[config.mk]
export PLATFORM = sky130hd
export DESIGN_NAME = usb_txn_ctrl
export DESIGN_NICKNAME = d
export VERILOG_FILES = /design/src/rtl/usb_txn_ctrl.sv
export SDC_FILE = /design/constraint.sdc
export NUM_CORES = 1
export LEC_CHECK = 0
export CAP_MARGIN = 20
export CORE_MARGIN = 10
export CORE_UTILIZATION = 47
export CTS_BUF_LIST = sky130_fd_sc_hd__clkbuf_4 sky130_fd_sc_hd__clkbuf_8
export DETAILED_ROUTE_END_ITERATION = 10
export HOLD_SLACK_MARGIN = 0.06
export PLACE_DENSITY = 0.78
export SLEW_MARGIN = 20
export SYNTH_ARGS = -nofsm -noshare
export SYNTH_HDL_FRONTEND = slang
export SYNTH_SLANG_ARGS = --single-unit
[constraint.sdc]
create_clock -name clk -period 2.2 [get_ports clk]
set_input_delay 0.55 -clock clk [delete_from_list [all_inputs] [get_ports clk]]
set_output_delay 0.55 -clock clk [all_outputs]
set_load 0.02 [all_outputs]
[src/rtl/usb_txn_ctrl.sv]
// rtl/usb_txn_ctrl.sv - USB device transaction controller: token/data/handshake sequencing
//
// Sequences one USB device-side transaction at a time. An OUT token is followed
// by a DATAx packet that is acknowledged. An IN token is answered with either
// a DATAx payload or a NAK, and a payload is then acknowledged by the host.
// The controller keeps separate RX and TX data toggles and reports results to
// the AHB side through one-cycle status pulses.
//
// Ports:
//   clk                 system clock, rising edge
//   n_rst               asynchronous active-low reset
//   rx_packet[2:0]      decoded RX PID (1 OUT, 2 IN, 3 DATA0, 4 DATA1, 5 ACK, 6 NAK, 7 IDLE)
//   rx_data_ready       one-cycle strobe qualifying rx_packet
//   rx_error            RX CRC/bitstuff/EOP error (level)
//   tx_transfer_active  USB TX currently transmitting
//   tx_error            USB TX error (level)
//   tx_data_avail       a TX payload is loaded
//   buffer_occupancy    data buffer byte count
//   toggle_clr          pulse, returns both toggles to DATA0
//   tx_packet[2:0]      TX request (0 NONE, 1 DATA0, 2 DATA1, 3 ACK, 4 NAK)
//   d_mode              high while the device drives the bus
//   flush               one-cycle pulse, clear data buffer
//   rx_done/tx_done/xfer_error  one-cycle status pulses
module usb_txn_ctrl #(
  parameter logic [7:0] TIMEOUT = 8'd100
) (
  input  logic       clk,
  input  logic       n_rst,
  input  logic [2:0] rx_packet,
  input  logic       rx_data_ready,
  input  logic       rx_error,
  input  logic       tx_transfer_active,
  input  logic       tx_error,
  input  logic       tx_data_avail,
  input  logic [6:0] buffer_occupancy,
  input  logic       toggle_clr,
  output logic [2:0] tx_packet,
  output logic       d_mode,
  output logic       flush,
  output logic       rx_done,
  output logic       tx_done,
  output logic       xfer_error
);

  localparam logic [2:0] PID_OUT   = 3'd1;
  localparam logic [2:0] PID_IN    = 3'd2;
  localparam logic [2:0] PID_DATA0 = 3'd3;
  localparam logic [2:0] PID_DATA1 = 3'd4;
  localparam logic [2:0] PID_ACK   = 3'd5;

  localparam logic [2:0] TX_NONE  = 3'd0;
  localparam logic [2:0] TX_DATA0 = 3'd1;
  localparam logic [2:0] TX_DATA1 = 3'd2;
  localparam logic [2:0] TX_ACK   = 3'd3;
  localparam logic [2:0] TX_NAK   = 3'd4;

  typedef enum logic [2:0] {
    ST_IDLE        = 3'd0,
    ST_RX_WAIT     = 3'd1,
    ST_HS_SEND     = 3'd2,
    ST_TX_SEND     = 3'd3,
    ST_TX_WAIT_ACK = 3'd4
  } state_t;

  state_t     state;
  logic [7:0] cnt;
  logic       seen_active;
  logic       rx_toggle;
  logic       tx_toggle;

  // PID 0 is not a defined code and is ignored everywhere, so only 1..7
  // counts as a real packet for the "unexpected packet" error paths.
  logic strobe;
  logic valid_pid;
  logic is_data;
  logic data_match;
  logic timed_out;

  assign strobe     = rx_data_ready;
  assign valid_pid  = (rx_packet != 3'd0);
  assign is_data    = (rx_packet == PID_DATA0) || (rx_packet == PID_DATA1);
  assign data_match = ((rx_packet == PID_DATA0) && !rx_toggle) ||
                      ((rx_packet == PID_DATA1) &&  rx_toggle);
  assign timed_out  = (cnt == TIMEOUT - 8'd1);

  always_ff @(posedge clk or negedge n_rst) begin
    if (!n_rst) begin
      state       <= ST_IDLE;
      cnt         <= 8'd0;
      seen_active <= 1'b0;
      rx_toggle   <= 1'b0;
      tx_toggle   <= 1'b0;
      tx_packet   <= TX_NONE;
      d_mode      <= 1'b0;
      flush       <= 1'b0;
      rx_done     <= 1'b0;
      tx_done     <= 1'b0;
      xfer_error  <= 1'b0;
    end else begin
      flush      <= 1'b0;
      rx_done    <= 1'b0;
      tx_done    <= 1'b0;
      xfer_error <= 1'b0;
      // Free-running in the waiting states; every transition below re-clears it.
      cnt <= (state == ST_IDLE) ? 8'd0 : cnt + 8'd1;

      case (state)
        ST_IDLE: begin
          seen_active <= 1'b0;
          if (strobe && rx_packet == PID_OUT) begin
            state <= ST_RX_WAIT;
            cnt   <= 8'd0;
          end else if (strobe && rx_packet == PID_IN) begin
            cnt    <= 8'd0;
            d_mode <= 1'b1;
            if (tx_data_avail && buffer_occupancy != 7'd0) begin
              state     <= ST_TX_SEND;
              tx_packet <= tx_toggle ? TX_DATA1 : TX_DATA0;
            end else begin
              state     <= ST_HS_SEND;
              tx_packet <= TX_NAK;
            end
          end
        end

        ST_RX_WAIT: begin
          // Error is tested first so a corrupted packet that is also strobed
          // never gets acknowledged.
          if (rx_error || (strobe && valid_pid && !is_data) ||
              (!(strobe && is_data) && timed_out)) begin
            state      <= ST_IDLE;
            cnt        <= 8'd0;
            flush      <= 1'b1;
            xfer_error <= 1'b1;
          end else if (strobe && is_data) begin
            state       <= ST_HS_SEND;
            cnt         <= 8'd0;
            seen_active <= 1'b0;
            tx_packet   <= TX_ACK;
            d_mode      <= 1'b1;
            if (data_match) begin
              rx_toggle <= ~rx_toggle;
              rx_done   <= 1'b1;
            end else begin
              // Host retried a packet already accepted: ack it again, drop the data.
              flush <= 1'b1;
            end
          end
        end

        ST_HS_SEND, ST_TX_SEND: begin
          if (tx_error || (!seen_active && !tx_transfer_active && timed_out)) begin
            state      <= ST_IDLE;
            cnt        <= 8'd0;
            tx_packet  <= TX_NONE;
            d_mode     <= 1'b0;
            xfer_error <= 1'b1;
          end else if (seen_active && !tx_transfer_active) begin
            // Transmission has started and finished.
            state       <= (state == ST_TX_SEND) ? ST_TX_WAIT_ACK : ST_IDLE;
            cnt         <= 8'd0;
            seen_active <= 1'b0;
            tx_packet   <= TX_NONE;
            d_mode      <= 1'b0;
          end else if (tx_transfer_active) begin
            seen_active <= 1'b1;
          end
        end

        ST_TX_WAIT_ACK: begin
          if (rx_error || (strobe && valid_pid && rx_packet != PID_ACK) ||
              (!(strobe && rx_packet == PID_ACK) && timed_out)) begin
            state      <= ST_IDLE;
            cnt        <= 8'd0;
            flush      <= 1'b1;
            xfer_error <= 1'b1;
          end else if (strobe && rx_packet == PID_ACK) begin
            state     <= ST_IDLE;
            cnt       <= 8'd0;
            tx_toggle <= ~tx_toggle;
            tx_done   <= 1'b1;
          end
        end

        default: begin
          state     <= ST_IDLE;
          cnt       <= 8'd0;
          tx_packet <= TX_NONE;
          d_mode    <= 1'b0;
        end
      endcase

      // Placed last so it overrides any toggle update made this cycle.
      if (toggle_clr) begin
        rx_toggle <= 1'b0;
        tx_toggle <= 1'b0;
      end
    end
  end

endmodule

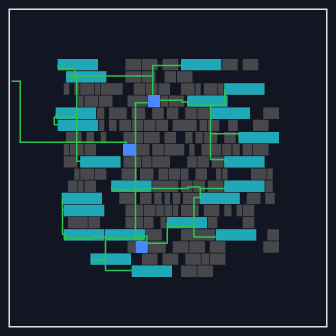
Fig. 1. Routed clock nets over the placement (run 1).
- cyan: flip-flops (count 22)
- green: clock wires (length 300 um)
- blue: clock-net drivers (count 3)
- routed clock nets: 4
part of the power in the clock network: 15.4%
clk ins delay skew pair: 0.32 ns

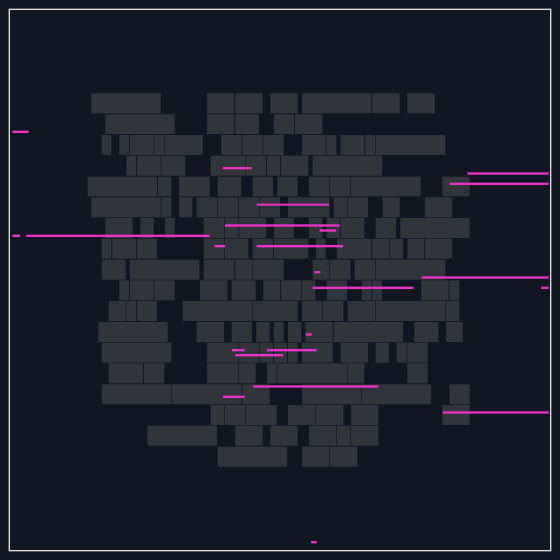
Fig. 2. Signal wires on met3 (run 1).
- longest straight run: 23.7 um
- share of all routed wire: 5.3%
- main direction: horizontal
- wire length on this layer: 167 um

==> impl_metrics.xml, run 1 <==
<?xml version="1.0" encoding="UTF-8"?>
<metrics>
  <group name="layout">
    <metric name="finalInstanceArea" unit="sq um">1690</metric>
    <metric name="layout.non_clock_inverters" unit="">0</metric>
    <metric name="n_antenna_cell" unit="">0</metric>
    <metric name="area_share_nonclk_buffers" unit="%">24.1</metric>
    <metric name="register_area" unit="sq um">551</metric>
    <metric name="logic_gates" unit="">92</metric>
    <metric name="core_occupancy_in_the_finished_layout" unit="%">69.0</metric>
    <metric name="layout.cells.most_common" unit="">sky130_fd_sc_hd__clkdlybuf4s50_1</metric>
    <metric name="largest_class" unit="">combinational gates</metric>
  </group>
  <group name="route">
    <metric name="drt-initial-drc-count" unit="">32</metric>
    <metric name="route.detailed.wl_per_inst" unit="um">16.4</metric>
    <metric name="detail-route-antenna-nets" unit="">0</metric>
    <metric name="first_pass_iters" unit="">4</metric>
  </group>
  <group name="placed_design">
    <metric name="dpl-instance-area" unit="sq um">1620</metric>
    <metric name="hpwlAfterDp" unit="mm">2.46</metric>
  </group>
  <group name="synth">
    <metric name="ys_seq_elements" unit="">22</metric>
    <metric name="synth-edff-count" unit="">0</metric>
    <metric name="fp_nets" unit="">137</metric>
    <metric name="yosys-stat-cells" unit="">118</metric>
    <metric name="synth_top_flop_cell" unit="">sky130_fd_sc_hd__dfrtp_1</metric>
    <metric name="synth_largest_type_area_fraction" unit="%">45.5</metric>
    <metric name="yosysMostFrequentCell" unit="">sky130_fd_sc_hd__dfrtp_1</metric>
    <metric name="netlist_top_cells_count" unit="">sky130_fd_sc_hd__dfrtp_1 (22), sky130_fd_sc_hd__nor2_1 (13), sky130_fd_sc_hd__o21ai_0 (8)</metric>
    <metric name="synth.area.top_cells" unit="">sky130_fd_sc_hd__dfrtp_1 (46%), sky130_fd_sc_hd__xnor2_1 (4.3%), sky130_fd_sc_hd__nor2_1 (4.0%), sky130_fd_sc_hd__mux2_2 (3.7%), sky130_fd_sc_hd__o21ai_0 (3.3%)</metric>
    <metric name="mapped_cells" unit="">118</metric>
  </group>
  <group name="final_timing">
    <metric name="relSlewSlack" unit="%">67.9</metric>
    <metric name="fmax" unit="GHz">0.461</metric>
    <metric name="hold_ws" unit="ns">0.525</metric>
    <metric name="setup_violations" unit="">0</metric>
  </group>
  <group name="cts">
    <metric name="cts_num_sinks" unit="">22</metric>
    <metric name="cts_hold_buffers" unit="">0</metric>
    <metric name="ctsResizeCount" unit="">0</metric>
    <metric name="clock_tree.root_cell" unit="">sky130_fd_sc_hd__clkbuf_4</metric>
    <metric name="path_clk_slew" unit="ns">0.12</metric>
  </group>
  <group name="global_route">
    <metric name="grt_pass1_wl" unit="mm">5.31</metric>
    <metric name="maximum_number_of_pins_on_one_net_before_global_route_repair" unit="">23</metric>
    <metric name="vias_in_the_first_global_route" unit="">1150</metric>
    <metric name="global_route.usage.total" unit="%">12.5</metric>
  </group>
  <group name="floorplan">
    <metric name="floorplan.die.width" unit="um">70.7</metric>
    <metric name="io_pins" unit="">26</metric>
    <metric name="num_tap_cells" unit="">30</metric>
  </group>
  <group name="min_path">
    <metric name="hold_path_class" unit="">flop to flop</metric>
  </group>
  <group name="worst_setup_path">
    <metric name="critPathKind" unit="">flop to flop</metric>
    <metric name="critPathArrivalTime" unit="ns">2.38</metric>
  </group>
  <group name="power">
    <metric name="cellLeakagePower" unit="nW">0.714</metric>
    <metric name="power.ir.vdd_worst" unit="V">0.000680</metric>
  </group>
  <group name="outcome">
    <metric name="status" unit="">complete, no violations</metric>
  </group>
</metrics>
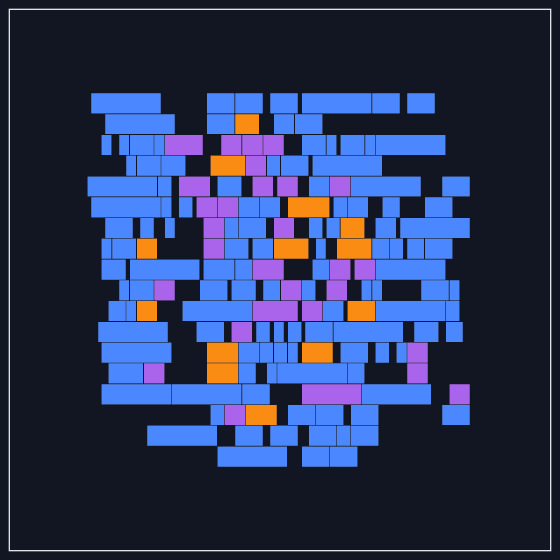
Fig. 3. Sizing map (run 1).
- purple: x3 and x4 (cells 29; share 18%)
- blue: x1 and smaller (cells 121; share 74%)
- orange: x2 (cells 13; share 8.0%)
P&R area growth vs syn: 40.1%
worst-case setup margin in the final layout: 0.0323 ns

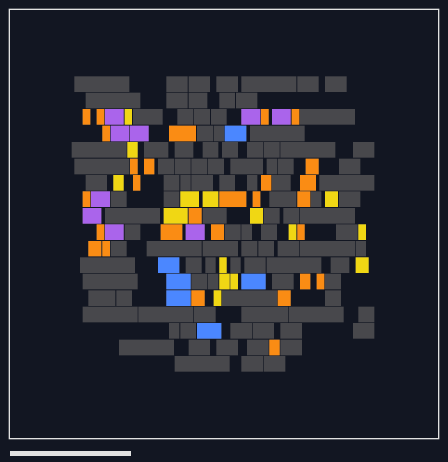
Fig. 4. Gate-type map (run 1).
The bar under the picture is 20 um long.
- blue: mux cells (cells 6)
- orange: nor cells (cells 28)
- yellow: nand cells (cells 15)
- purple: xor and xnor cells (cells 9)

==> run 1: worst max-delay path, stage by stage (launching register included) <==
cell and delay [ns]:
sky130_fd_sc_hd__dfrtp_1 0.37, sky130_fd_sc_hd__ha_1 0.19, sky130_fd_sc_hd__or4b_4 0.47, sky130_fd_sc_hd__or3_4 0.36, sky130_fd_sc_hd__a22oi_2 0.26, sky130_fd_sc_hd__o21ai_4 0.13, sky130_fd_sc_hd__mux2_2 0.29
==> run 1: path summary, 6_finish.rpt <==
kind	from	end	slack (ns)	cells past startpoint
max	cnt[0]	tx_packet[2]	0.03	6
min	tx_packet[1]	tx_packet[1]	0.52	1
max reg2reg	cnt[0]	tx_packet[2]	0.03	6
min reg2reg	tx_packet[1]	tx_packet[1]	0.52	1
max in group asynchronous	n_rst	tx_toggle	1.41	2
min in group asynchronous	n_rst	flush	0.57	2
==> run 1: kinds of logic after synthesis <==
logic type	synth area share, %
and+or+nand+nor	24.8
AOI/OAI and AO/OA	14.8
DFF	45.5
xor gates and xnor gates	6.52
muxes	5.38
buffers and inverters	1.86
adders and majority gates	1.04
==> run 1: routing by layer <==
layer	track usage, %	wire (um)
met5	0	0
met4	5.59	81
met3	2.51	166
met2	22.7	1700
met1	13.5	1210
==> run 1: flip-flops by register name, summed over array words and instances (netlist names) <==
signal and flops:
rx_done 1, state 3, flush 1, seen_active 1
cnt 8, xfer_error 1, tx_packet 3, tx_toggle 1
d_mode 1, tx_done 1, rx_toggle 1
==> run 1: report_power, final <==
group	total (mW)	leakage [nW]	switching, mW	internal (mW)
logic	0.549	0.403	0.264	0.285
clock network	0.193	0.0138	0.128	0.0643
registers	0.511	0.297	0.0401	0.471
total	1.25	0.714	0.432	0.820
Fig. 5: run 1, routing congestion map
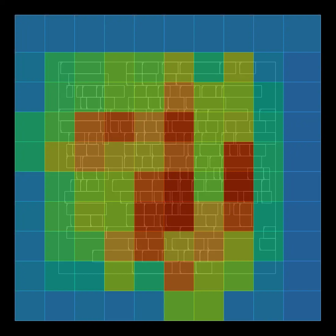

## Run 2: what changed since run 1
--- a/config.mk
+++ b/config.mk
@@ -12,6 +12,7 @@
 export DETAILED_ROUTE_END_ITERATION = 10
 export HOLD_SLACK_MARGIN = 0.06
 export PLACE_DENSITY = 0.78
+export RECOVER_POWER = 100
 export SLEW_MARGIN = 20
 export SYNTH_ARGS = -nofsm -noshare
 export SYNTH_HDL_FRONTEND = slang
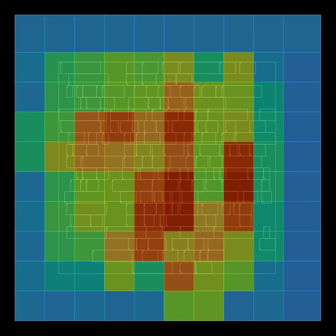
Fig. 6. Routing congestion map (run 2).
met2 Use GR: 22.7%
per-cell routed wire length: 16.4 um

==> impl_metrics.xml, run 2 <==
<?xml version="1.0" encoding="UTF-8"?>
<metrics>
  <group name="layout">
    <metric name="registers.top_by_ff_count" unit="">cnt</metric>
    <metric name="largest_register_ff_count" unit="">8</metric>
    <metric name="layout.cells.most_common" unit="">sky130_fd_sc_hd__dfrtp_1</metric>
    <metric name="finalInstanceArea" unit="sq um">1680</metric>
    <metric name="syn2layout_area_growth" unit="%">39.1</metric>
    <metric name="n_antenna_cell" unit="">0</metric>
    <metric name="largest_registers" unit="">cnt: 8 flops, state: 3 flops, tx_packet: 3 flops</metric>
  </group>
  <group name="synth">
    <metric name="synth_largest_type_area_fraction" unit="%">45.5</metric>
    <metric name="synth.area.top_cells" unit="">sky130_fd_sc_hd__dfrtp_1 (46%), sky130_fd_sc_hd__xnor2_1 (4.3%), sky130_fd_sc_hd__nor2_1 (4.0%), sky130_fd_sc_hd__mux2_2 (3.7%), sky130_fd_sc_hd__o21ai_0 (3.3%)</metric>
    <metric name="yosysMostFrequentCell" unit="">sky130_fd_sc_hd__dfrtp_1</metric>
    <metric name="synth_top_flop_cell" unit="">sky130_fd_sc_hd__dfrtp_1</metric>
    <metric name="synth-edff-count" unit="">0</metric>
    <metric name="ys_seq_elements" unit="">22</metric>
    <metric name="netlist_top_cells_count" unit="">sky130_fd_sc_hd__dfrtp_1 (22), sky130_fd_sc_hd__nor2_1 (13), sky130_fd_sc_hd__o21ai_0 (8)</metric>
  </group>
  <group name="cts">
    <metric name="path_clk_slew" unit="ns">0.12</metric>
    <metric name="clock_tree.root_cell" unit="">sky130_fd_sc_hd__clkbuf_4</metric>
    <metric name="cts_num_sinks" unit="">22</metric>
  </group>
  <group name="floorplan">
    <metric name="io_pins" unit="">26</metric>
    <metric name="floorplan.die.width" unit="um">70.7</metric>
  </group>
  <group name="placed_design">
    <metric name="dpl-instance-area" unit="sq um">1620</metric>
    <metric name="hpwlAfterDp" unit="mm">2.46</metric>
  </group>
  <group name="route">
    <metric name="top_layer_used" unit="">met4</metric>
    <metric name="first_pass_iters" unit="">4</metric>
    <metric name="dr_wl_met2" unit="mm">1.71</metric>
    <metric name="met3_wire_len" unit="um">165</metric>
    <metric name="drt-initial-drc-count" unit="">27</metric>
  </group>
  <group name="global_route">
    <metric name="grt_pass1_wl" unit="mm">5.31</metric>
    <metric name="maximum_number_of_pins_on_one_net_before_global_route_repair" unit="">23</metric>
  </group>
  <group name="final_timing">
    <metric name="setup_violations" unit="">0</metric>
    <metric name="hold_ws" unit="ns">0.520</metric>
    <metric name="relSlewSlack" unit="%">19.4</metric>
    <metric name="layout_setup_ws" unit="ns">0.0295</metric>
  </group>
  <group name="power">
    <metric name="power.ir.vdd_worst" unit="V">0.000666</metric>
    <metric name="cellLeakagePower" unit="nW">0.722</metric>
  </group>
  <group name="worst_setup_path">
    <metric name="critical_path.slowest_cell" unit="">sky130_fd_sc_hd__or4b_4</metric>
    <metric name="cpPeakStageDelay" unit="ns">0.47</metric>
    <metric name="timing.critical_path.cells" unit="">ha_1, or4b_4, or3_4, a22oi_2, o21ai_4, mux2_2</metric>
  </group>
  <group name="outcome">
    <metric name="status" unit="">complete, no violations</metric>
  </group>
  <group name="min_path">
    <metric name="hold_path_class" unit="">flop to flop</metric>
  </group>
</metrics>
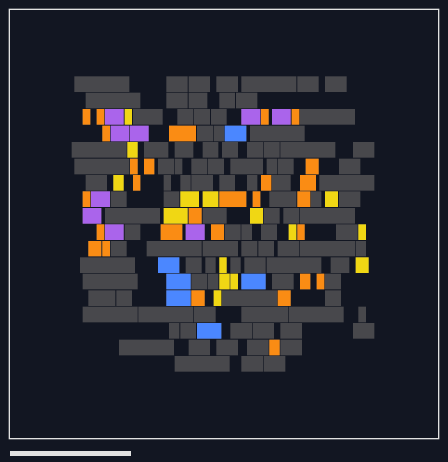
Fig. 7. Gate-type map (run 2).
The bar under the picture is 20 um long.
- purple: xor and xnor cells (cells 9)
- orange: nor cells (cells 28)
- blue: mux cells (cells 6)
- yellow: nand cells (cells 15)

run 2: layout make-up:
class	count	share of cell area, %
clock buffers	3	1.34
multi-input cells	92	40.1
flip-flops and latches	22	32.7
well taps	30	2.23
repair buffers	46	23.6
run 2: worst paths after layout:
kind,startpoint,end,cells after the start
max in group asynchronous,n_rst,tx_toggle,2
setup reg to reg,cnt[0],tx_packet[2],6
setup / recovery,cnt[0],tx_packet[2],6
min in group asynchronous,n_rst,flush,2
hold / removal,d_mode,d_mode,1
hold reg to reg,d_mode,d_mode,1
run 2: critical path, delay by kind of cell, from the launching register on:
kind                     cells  cell delay, ns
flip-flops                   1            0.37
AND-OR/OR-AND                2            0.39
AND/OR/NAND/NOR              2            0.83
multiplexers                 1            0.29
adder cells (fa/ha/maj)      1            0.19
run 2: power breakdown:
part / leakage [nW] / switching (mW) / internal [mW] / total, mW
clock: 0.0138 / 0.129 / 0.0643 / 0.193
sequential: 0.297 / 0.0385 / 0.471 / 0.509
combinational: 0.411 / 0.263 / 0.269 / 0.531
run 2: what timing repair did:
action,4_1_cts,5_1_grt
hold buffers,0,0
setup endpoints to repair,1,13
setup buffers,1,1
gates resized,0,7
pin swaps,1,1
endpoints found under the hold margin,0,0
run 2: cell families after synthesis:
logic type | Yosys count | synth area share [%]
xor gates and xnor gates | 9 | 6.52
adders and majority gates | 1 | 1.04
and+or+nand+nor | 51 | 24.8
muxes | 6 | 5.38
buffers and inverters | 4 | 1.86
AOI/OAI and AO/OA | 25 | 14.8
DFF | 22 | 45.5
run 2: per-layer routing:
metal	GRT usage, %	up-vias
li1	-	519
met1	13.5	556
met2	22.7	33
met3	2.51	9
met4	5.59	0
met5	0	-
Power and IR drop assume default switching activity.
